## src/rtl/alu_wb_stage.sv

```systemverilog
// alu_wb_stage: execute-to-writeback stage behind the BCD/arithmetic ALU.
// Holds up to two results in a skid buffer under valid/ready.
// It also owns the committed PSW, which is updated when a result is accepted.
// Optional macro PSW_FWD_EN: carry_fb bypasses the PSW register on an accept
// cycle so that carry-chained ops can issue back to back.
module alu_wb_stage #(
  parameter int          DEPTH   = 2,
  parameter logic [15:0] PSW_RST = 16'h0000
) (
  input  logic        clk,
  input  logic        rst_n,
  input  logic        in_valid,
  output logic        in_ready,
  input  logic [15:0] alu_result,
  input  logic [15:0] alu_psw_out,
  input  logic [15:0] alu_psw_msk,
  input  logic [2:0]  dst_reg,
  input  logic        wr_en,
  input  logic        byte_op,
  input  logic        psw_wr,
  input  logic [15:0] psw_wdata,
  input  logic        flush,
  output logic        out_valid,
  input  logic        out_ready,
  output logic [15:0] wb_data,
  output logic [2:0]  wb_reg,
  output logic        wb_en,
  output logic        wb_byte,
  output logic [15:0] psw,
  output logic        carry_fb
);

  // The pointer and count widths assume exactly two entries.
  if (DEPTH != 2) begin : g_depth_chk
    $error("alu_wb_stage: DEPTH must be 2");
  end

  logic [1:0][15:0] data_q;
  logic [1:0][2:0]  reg_q;
  logic [1:0]       en_q, byte_q;
  logic             rd_ptr_q, wr_ptr_q;
  logic [1:0]       count_q, count_d;
  logic [15:0]      psw_q, psw_d;
  logic             push, pop;

  // Handshake decode. in_ready and out_valid come only from count_q, so there
  // is no combinational path from any input to either of them.
  always_comb begin
    in_ready  = (count_q != 2'd2);
    out_valid = (count_q != 2'd0);
    push      = in_valid && in_ready && !flush;
    pop       = out_valid && out_ready;
    count_d   = count_q;
    case ({push, pop})
      2'b10:   count_d = count_q + 2'd1;
      2'b01:   count_d = count_q - 2'd1;
      default: count_d = count_q;
    endcase
  end

  // Next PSW. An explicit write wins over an ALU merge in the same cycle.
  // A push dropped by flush contributes no merge.
  always_comb begin
    psw_d = psw_q;
    if (psw_wr)
      psw_d = psw_wdata;
    else if (push)
      psw_d = (psw_q & ~alu_psw_msk) | (alu_psw_out & alu_psw_msk);
  end

  // Skid buffer storage, pointers and occupancy. Flush empties the buffer.
  always_ff @(posedge clk or negedge rst_n) begin
    if (!rst_n) begin
      data_q   <= '0;
      reg_q    <= '0;
      en_q     <= '0;
      byte_q   <= '0;
      rd_ptr_q <= 1'b0;
      wr_ptr_q <= 1'b0;
      count_q  <= 2'd0;
    end else if (flush) begin
      rd_ptr_q <= 1'b0;
      wr_ptr_q <= 1'b0;
      count_q  <= 2'd0;
    end else begin
      if (push) begin
        data_q[wr_ptr_q] <= alu_result;
        reg_q[wr_ptr_q]  <= dst_reg;
        en_q[wr_ptr_q]   <= wr_en;
        byte_q[wr_ptr_q] <= byte_op;
        wr_ptr_q         <= ~wr_ptr_q;
      end
      if (pop)
        rd_ptr_q <= ~rd_ptr_q;
      count_q <= count_d;
    end
  end

  // Committed PSW register.
  always_ff @(posedge clk or negedge rst_n) begin
    if (!rst_n) psw_q <= PSW_RST;
    else        psw_q <= psw_d;
  end

  // Head-entry presentation. The outputs are forced to zero while empty.
  always_comb begin
    wb_data = out_valid ? data_q[rd_ptr_q] : 16'h0000;
    wb_reg  = out_valid ? reg_q[rd_ptr_q]  : 3'd0;
    wb_en   = out_valid & en_q[rd_ptr_q];
    wb_byte = out_valid & byte_q[rd_ptr_q];
    psw     = psw_q;
  end

  // Carry feedback to the ALU: bypassed on accept, or from the register.
  always_comb begin
`ifdef PSW_FWD_EN
    carry_fb = psw_d[0];
`else
    carry_fb = psw_q[0];
`endif
  end

endmodule

```

## config.mk

```make
export PLATFORM = sky130hd
export DESIGN_NAME = alu_wb_stage
export DESIGN_NICKNAME = d
export VERILOG_FILES = /design/src/rtl/alu_wb_stage.sv
export SDC_FILE = /design/constraint.sdc
export NUM_CORES = 1
export LEC_CHECK = 0
export CAP_MARGIN = 20
export CORE_ASPECT_RATIO = 0.9
export CORE_UTILIZATION = 41
export DETAILED_ROUTE_END_ITERATION = 8
export PLACE_DENSITY = 0.77
export RECOVER_POWER = 100
export SETUP_SLACK_MARGIN = 0.1
export SYNTH_ARGS = -nofsm -noshare
export SYNTH_HDL_FRONTEND = slang
export SYNTH_SLANG_ARGS = --single-unit
export TNS_END_PERCENT = 30
```

## constraint.sdc

```tcl
create_clock -name clk -period 2.35 [get_ports clk]
set_clock_uncertainty 0.15 [all_clocks]
set_input_delay 0.47 -clock clk [delete_from_list [all_inputs] [get_ports clk]]
set_output_delay 0.47 -clock clk [all_outputs]
set_load 0.02 [all_outputs]
```

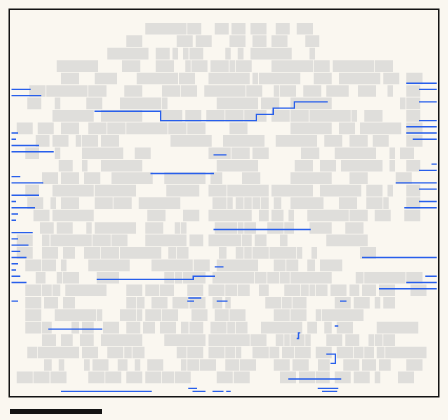
**Above:** met3 routing.
Bar = 20 microns.
wire length on this layer: 360 microns
longest straight run: 20.9 microns
nets with wire on the layer: 52
final wirelength: 7.45 mm
via count: 2502

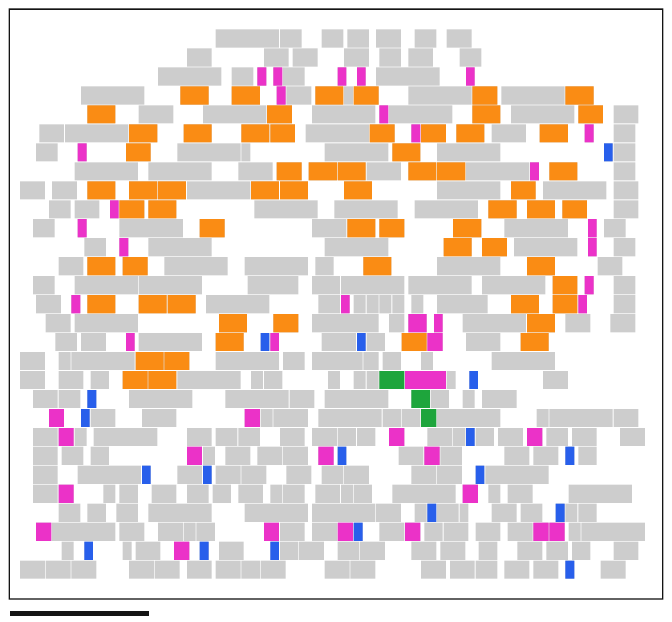
**Above:** gate families picked out.
Bar = 20 microns.
legend:
  orange:
    family: multiplexers
    cells: 64
  magenta:
    family: NOR gates
    cells: 43
    most_used: nor2_1
    where: spread over the die
  green:
    family: NAND gates
    cells: 3
  blue:
    family: inverters
    cells: 19
    most_used: inv_1
dominant logic cell type in the layout: clkdlybuf4s50_1
combinational fraction of the cell area: 0.300
Finished Layout Cells: 485

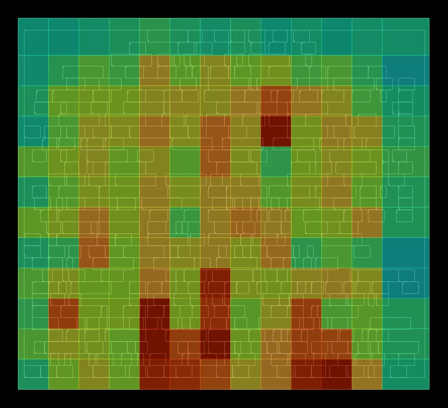
**Above:** routing congestion map.
post-DR wirelength/cell: 15.4 microns
global-route layer with the greatest usage: met2
Overall Global Routing Usage: 0.206

==> flow_summary.yaml <==
# generated from flow reports
cells_and_area:
  fin_util: 0.624
  antennaDiodeCount: 0
  n_all_inverters: 19
  bufAreaShareNonClock: 0.277
  comb_cells: 169
  nNonClkBuffers: 128
  clock_area_frac: 0.0346
  seq_area_frac: 0.346
  nClkBuffers: 12
  fillers: 621
  area_growth_pct: 45.2
  nets: 464
place:
  dp_hpwl_mm: 5.31
  pre_cts_ws_ns: 0.248
  port_buffers: 114
  gp_congestion: 0.747
clocking:
  cts_buffer_depth: 2
  cts_buffers: 9
  cts_tree: "built"
  root_buffer: "clkbuf_8"
  clock_sinks: 62
  ctsHoldBuffers: 1
worst_setup_path:
  cpMostUsedCell: "nor2_1"
  worstSetupEndpoint: "wb_data[2]"
  cp.depth: 4
  cp_max_fo: 22
  crit_required_ns: 1.73
  reg2reg_from: "count_q[0]$_DFFE_PN0P_"
  critPathLaunch: "count_q[0]$_DFFE_PN0P_"
  rr_endpoint: "data_q[29]$_DFFE_PN0P_"
  crit_type: "reg -> out"
  critPathSlowestCell: "dfrtp_1"
  crit_buf_inv: 2
  r2r_slack_ns: 0.19
  r2r_cells: 6
  crit_chain: "nor2_1 > buf_12 > nor2_1 > dlygate4sd2_1"
drt:
  drtAntennaViolNets: 0
  drt-initial-drc-count: 67
  wl_met2_mm: 3.55
  drc: 0
  via_per_inst: 5.16
floorplan:
  nWellTaps: 93
  core_area_sq_um: 7180
  dieWidth_microns: 93.5
  rows: 29
  die_y_microns: 84.3
  ios: 115
  fp-utilization: 0.430
  dieArea_sq_um: 7880
grt:
  grt_pass1_vias: 2561
  grt_pass1_wl_mm: 12.4
  grt_overflow: 0
  met2_usage: 0.324
  use_met3: 0.0643
synth:
  ys_top_logic_family: "multiplexers"
  yosys-top-cells-count: "dfrtp_1 (62), nor2_1 (23), mux2_2 (22), mux2i_1 (22)"
  largest_area_cell: "dfrtp_1"
  synth_seq_share: 0.502
  yosys_cells: 270
  ys_area_sq_um: 3090
  syn_nets: 345
  avgSynthCellArea_sq_um: 11.4
  ys.flops: 62
  ys_sh_mux: 0.224
  synthAoiAreaFrac: 0.125
  edf_count: 0
  synth_cells: 270
final_timing:
  rsz0062_at_grt: "true"
  setup_violations: 0
  period_minus_slack_ns: 2.19
  fin_crit_sh: 0.930
  finalMaxSlewViolations: 0
  hold_ws_ns: 0.335
  fmax_ghz: 0.457
  setup_tns_ns: 0
  hold_viol: 0
power_and_ir_drop:
  p_total_w: 0.00296
  leakagePower_nw: 1.92
  peakVddDrop_v: 0.000345
  swShare: 0.285
  p_clk_w: 0.000770
  powerDensity_nw_per_um2: 659
  powerSeq_w: 0.00138
  intPower_w: 0.00211
worst_hold_path:
  hold_class: "reg -> reg"
  whs_path_depth: 1
status:
  status: "complete, no violations"
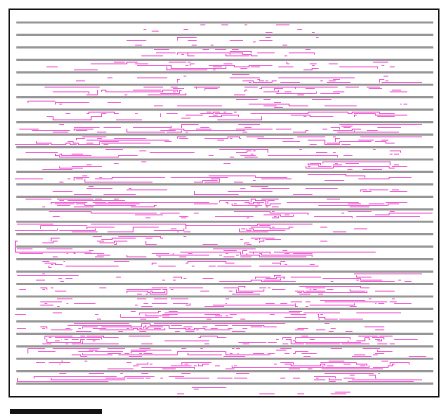
**Above:** metal 1.
Bar = 20 microns. Supply wires on this layer in grey.
wire length on this layer: 3340 microns
main direction: horizontal
share of all routed wire: 45%
nets with wire on the layer: 408
longest straight run: 29.9 microns

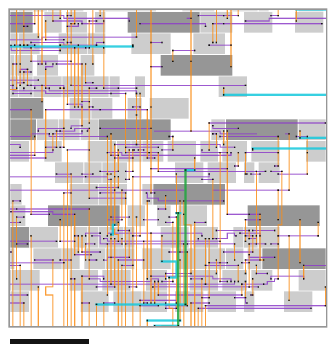
**Above:** a small window of the routed layout.
Bar = 10 microns. Region (50, 1) to (90, 41) microns. Cells in grey, sequential cells in the stronger grey; small squares are vias.
legend:
  purple:
    layer: metal 1
  green:
    layer: metal 4
  cyan:
    layer: metal 3
  orange:
    layer: metal 2
most frequent: clkdlybuf4s50_1 (23)
sequential cells in the window: 8
cells with their middle in the window: 99
netlist names of flops here include: data_q (2)

